[src/rtl/dda_timer_multi.sv]
// ---------------------------------------------------------------------------
// dda_timer_multi
//
// Multi-channel DDA step timer. Pulls move segments from the shared move
// buffer through the stepready/stepfinished toggle handshake. It then runs
// NUM_CHANNELS accumulators in lock-step on one clock-divided tick, and emits
// one-cycle step pulses with a direction bit per channel.
//
// Optional feature macro: DDA_ACCEL_EN
//   defined   -> incrementincrement port exists. Each channel's velocity
//                (inc_r) integrates its acceleration on every tick.
//   undefined -> no incrementincrement port. Velocity is constant for the
//                whole segment.
//
// Ports:
//   CLK                 system clock
//   resetn              asynchronous active-low reset
//   halt                synchronous active-low abort (resyncs the cursor)
//   clock_divisor       one tick every clock_divisor+1 CLK cycles
//   move_duration       ticks in the segment minus 1
//   increment           per-channel signed velocity; ch i at [i*ACC_WIDTH +: ACC_WIDTH]
//   incrementincrement  per-channel signed acceleration (DDA_ACCEL_EN only)
//   stepready           producer toggle per buffer slot
//   stepfinished        consumer toggle per buffer slot
//   writemoveind        producer cursor
//   moveind             consumer cursor
//   step                one-cycle step pulse per channel
//   dir                 direction of the last step per channel (1 forward)
//   move_done           one-cycle pulse when a segment completes
// ---------------------------------------------------------------------------
module dda_timer_multi #(
  parameter int NUM_CHANNELS = 3,
  parameter int ACC_WIDTH    = 64,
  parameter int DUR_WIDTH    = 64,
  parameter int DIV_WIDTH    = 8,
  parameter int BUFFER_DEPTH = 2,
  parameter int BUFFER_BITS  = 1,
  parameter logic [ACC_WIDTH-1:0] STEP_THRESHOLD = 64'h7fff_ffff_ffff_ff9b
) (
  input  logic                           CLK,
  input  logic                           resetn,
  input  logic                           halt,
  input  logic [DIV_WIDTH-1:0]           clock_divisor,
  input  logic [DUR_WIDTH-1:0]           move_duration,
  input  logic [NUM_CHANNELS*ACC_WIDTH-1:0] increment,
`ifdef DDA_ACCEL_EN
  input  logic [NUM_CHANNELS*ACC_WIDTH-1:0] incrementincrement,
`endif
  input  logic [BUFFER_DEPTH-1:0]        stepready,
  output logic [BUFFER_DEPTH-1:0]        stepfinished,
  input  logic [BUFFER_BITS-1:0]         writemoveind,
  output logic [BUFFER_BITS-1:0]         moveind,
  output logic [NUM_CHANNELS-1:0]        step,
  output logic [NUM_CHANNELS-1:0]        dir,
  output logic                           move_done
);

  typedef enum logic {
    LOAD,
    RUN
  } state_t;

  // Threshold as a signed value so both step directions use signed compares.
  localparam logic signed [ACC_WIDTH-1:0] THR_POS = STEP_THRESHOLD;
  localparam logic signed [ACC_WIDTH-1:0] THR_NEG = -THR_POS;

  state_t                        state;
  logic signed [ACC_WIDTH-1:0]   acc   [NUM_CHANNELS];
  logic signed [ACC_WIDTH-1:0]   inc_r [NUM_CHANNELS];
  logic [DUR_WIDTH-1:0]          tickdown;
  logic [DIV_WIDTH-1:0]          divcnt;
  logic                          pending;
  logic                          tick;

  // A slot holds work when the producer's toggle differs from ours.
  assign pending = (stepfinished[moveind] != stepready[moveind]);
  assign tick    = (divcnt == '0);

  // Whole timer in one registered process.
  // In RUN, a cycle is either a tick (accumulators integrate velocity) or a
  // step-evaluation cycle (at most one threshold crossing per channel is
  // taken off the accumulator). The two never write acc in the same cycle,
  // so a crossing that a tick creates shows up as a pulse two cycles later.
  // halt resynchronises the cursor to the producer and drops all
  // fractional progress. It takes priority over the normal sequencing.
  always_ff @(posedge CLK or negedge resetn) begin
    if (!resetn) begin
      state        <= LOAD;
      tickdown     <= '0;
      divcnt       <= '0;
      stepfinished <= '0;
      moveind      <= '0;
      step         <= '0;
      dir          <= '0;
      move_done    <= 1'b0;
      for (int i = 0; i < NUM_CHANNELS; i++) begin
        acc[i]   <= '0;
        inc_r[i] <= '0;
      end
    end else if (!halt) begin
      state        <= LOAD;
      moveind      <= writemoveind;
      stepfinished <= stepready;
      step         <= '0;
      move_done    <= 1'b0;
      for (int i = 0; i < NUM_CHANNELS; i++) begin
        acc[i] <= '0;
      end
    end else begin
      step      <= '0;
      move_done <= 1'b0;
      case (state)
        LOAD: begin
          if (pending) begin
            tickdown <= move_duration;
            divcnt   <= clock_divisor;
            for (int i = 0; i < NUM_CHANNELS; i++) begin
              inc_r[i] <= increment[i*ACC_WIDTH +: ACC_WIDTH];
            end
            state <= RUN;
          end
        end
        RUN: begin
          if (tick) begin
            divcnt   <= clock_divisor;
            tickdown <= tickdown - DUR_WIDTH'(1);
            for (int i = 0; i < NUM_CHANNELS; i++) begin
              acc[i] <= acc[i] + inc_r[i];
`ifdef DDA_ACCEL_EN
              inc_r[i] <= inc_r[i] + $signed(incrementincrement[i*ACC_WIDTH +: ACC_WIDTH]);
`endif
            end
            // The final tick still integrates. Its residue is carried into
            // the next segment rather than evaluated here.
            if (tickdown == '0) begin
              stepfinished[moveind] <= ~stepfinished[moveind];
              moveind               <= moveind + BUFFER_BITS'(1);
              move_done             <= 1'b1;
              state                 <= LOAD;
            end
          end else begin
            divcnt <= divcnt - DIV_WIDTH'(1);
            for (int i = 0; i < NUM_CHANNELS; i++) begin
              if (acc[i] >= THR_POS) begin
                step[i] <= 1'b1;
                dir[i]  <= 1'b1;
                acc[i]  <= acc[i] - THR_POS;
              end else if (acc[i] <= THR_NEG) begin
                step[i] <= 1'b1;
                dir[i]  <= 1'b0;
                acc[i]  <= acc[i] + THR_POS;
              end
            end
          end
        end
        default: state <= LOAD;
      endcase
    end
  end

endmodule

[config.mk]
export PLATFORM = sky130hd
export DESIGN_NAME = dda_timer_multi
export DESIGN_NICKNAME = d
export VERILOG_FILES = /design/src/rtl/dda_timer_multi.sv
export SDC_FILE = /design/constraint.sdc
export NUM_CORES = 1
export LEC_CHECK = 0
export CORE_MARGIN = 2
export CORE_UTILIZATION = 40
export DETAILED_ROUTE_END_ITERATION = 10
export PLACE_DENSITY_LB_ADDON = 0.08
export SYNTH_ARGS = -nofsm -noshare
export SYNTH_HDL_FRONTEND = slang
export SYNTH_SLANG_ARGS = --single-unit
[constraint.sdc]
create_clock -name CLK -period 6.6 [get_ports CLK]
set_input_delay 1.32 -clock CLK [delete_from_list [all_inputs] [get_ports CLK]]
set_output_delay 1.32 -clock CLK [all_outputs]
set_load 0.03 [all_outputs]
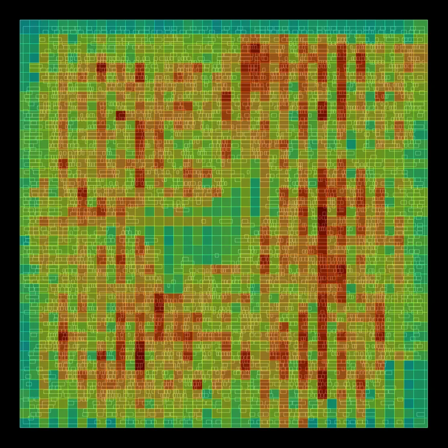
Figure 1: routing congestion.
gr usage total: 24.47%
Avg WL per Cell: 20.14 um
met3 GRT Util: 2.519%
fin util: 47.59%
routing usage on met1: 34.69%

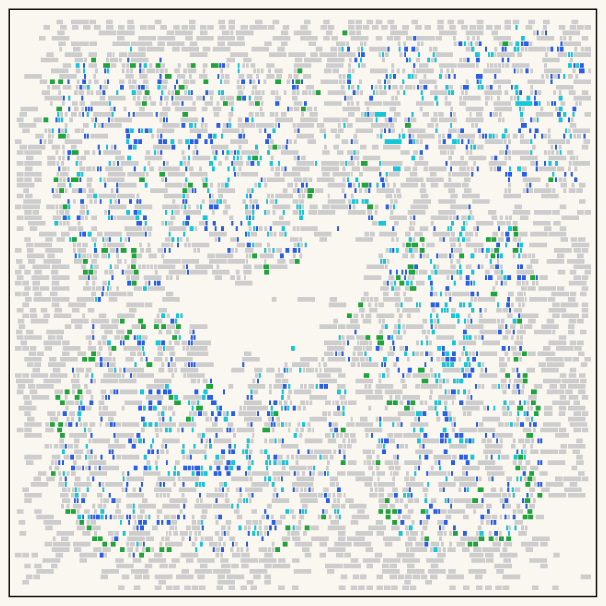
Figure 2: gate-type map.
Scale: 2 px per um.
| colour | family | cells | where |
|---|---|---|---|
| blue | NAND gates | 729 | widely spread |
| green | AND-OR and OR-AND gates | 184 | widely spread |
| cyan | NOR gates | 562 | widely spread |

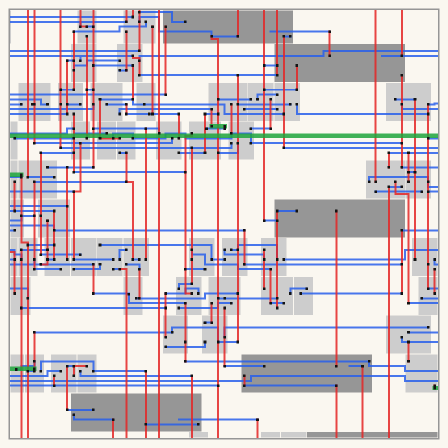
Figure 3: layout detail.
Window x 131 to 161, y 73 to 103 um. Cells in grey, sequential cells in the stronger grey; small squares are vias.
| colour | layer |
|---|---|
| green | met3 |
| blue | met1 |
| red | met2 |
cells with their middle in the window: 50
netlist names of flops here include: `acc` (5)
most frequent: a21oi_1 (11), dfrtp_1 (5)
sequential cells in the window: 5

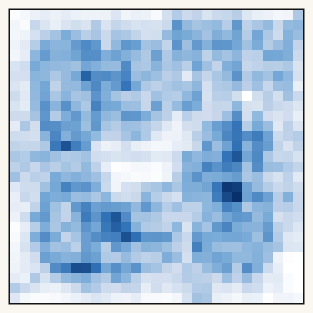
Figure 4: wiring heat map.
Scale: 1 px per um. The die is cut into 29 by 29 equal tiles; white is low, dark blue is high, scaled to the fullest tile. Values are wire area over tile area, all layers added.
fullest tile: 0.56
mean over tiles: 0.20
densest ninth of the die: right middle
tiles over half the peak: 21%
nearly empty tiles: 1.3%
emptiest ninth of the die: middle

-- layer usage --
metal / up-vias / GRT usage [%]
met5: - / 0
met4: 0 / 7.017
met3: 146 / 2.519
met2: 768 / 39.51
met1: 14750 / 34.69
li1: 15150 / -
-- flip-flops by register name (all words and copies together) (netlist names), 2 cells and up --
signal / count
acc: 192
dir: 3
inc_r: 192
tickdown: 64
divcnt: 8
stepfinished: 2
step: 3
-- final cells by class --
type | instances | share of cell area (%)
Antenna cell | 6 | 0.03830
Clock buffer | 79 | 4.398
Clock inverter | 28 | 0.8713
Inverter | 73 | 0.6989
Multi-Input combinational cell | 3276 | 52.96
Sequential cell | 467 | 29.82
Tap cell | 1070 | 3.415
Timing Repair Buffer | 307 | 7.800
==> out/results.txt <==
AND/OR/NAND/NOR Cells, Area Fraction: 20.00%
Layout Nets: 4656
Share of cells above drive strength 1: 8.416%
Most instantiated logic cells after routing: 466 x dfrtp_1, 456 x nand2_1, 449 x a21oi_1
Adder-cell area share of the yosys netlist: 7.674%
Xor/xnor share: 5.036%
WP buf/inv: 0
Post-synth mux share: 6.651%
Net Count, Synth: 4479
RSZ-0062 raised after global routing: false
Crit path from: acc[6]
Layout Skew: 32.12 ps
FF-to-FF setup slack: 1910 ps
Number of buffers added on ports: 279
Mean Syn Cell Area: 8.336 sq um
Worst reg2reg path depth: 13
WL met3: 4916 um
Pwr/cell area: 285.5 nW/um^2
Netlist Area Pre-Place: 33390 sq um
Core area: 82370 sq um
Fin Setup TNS: 0 ps
Rel. slew slack: 20.58%
Critical Path End: acc[45]
Clk_lat worst skew: 640 ps
Comb area: 20760 sq um
Logic power comb: 3570 uW
Routability Congestion: 0.8938
Cell count after synthesis: 4006
Initial Util: 40.54%
Die width: 292.9 um
CP peak stage delay: 750 ps
Filler Cell Count: 8101
P_seq: 4160 uW
Crit start category: register
# clock sinks: 467
Final tally of hold violations: 0
# Cells Yosys: 4006
Flop area: 11690 sq um
Clock root buffer: clkbuf_16
Hold EP: inc_r[40]
Post-route setup slack: 1906 ps
Run status: finished clean
Total vias in the final route: 30820
Cells after DPL: 5193
Crit path max-delay family: AND-OR/OR-AND gates
Via-per-instance ratio: 5.808
Switch share: 35.68%
Post-synth seq share: 35.00%
Post-route DRC: 0
Total grt overflow: 0
Fmax: 213.0 MHz
Cell Count, Final, Fillers Out: 5306
Synth logic family: AND-OR/OR-AND gates
Most frequent logic cell in the layout: dfrtp_1
Part of the power in registers: 37.2%
Crit. path cell count: 13
IO Pins: 280
Remaining antenna violation count: 0
Drt first pass iters: 5
CP endpoint kind: register
Ys flops: 467
DRT Wirelength: 106900 um
Main flop type: dfrtp_1
Top cells by count: 467 x dfrtp_1, 456 x nand2_1, 449 x a21oi_1, 395 x o21ai_0, 339 x nor2_1
Crit-path max FO: 7
Complex Gates by Area: 22.68%
Final Power: 11190 uW
Internal Power: 7199 uW
Inserted Clock Buffers: 58
Largest Pwr Group: sequential cells
Clk pwr share: 30.9%
Crit path top cell by count: a211oi_1
Final setup vio count: 0
Count leader, synth: dfrtp_1
Leakage: 0.01734 uW
Vias in the first global route: 29890
TritonCTS clock tree: yes
First-pass GRT wire length: 169400 um
No activity file was given, so power comes from the tool's default toggle rates.
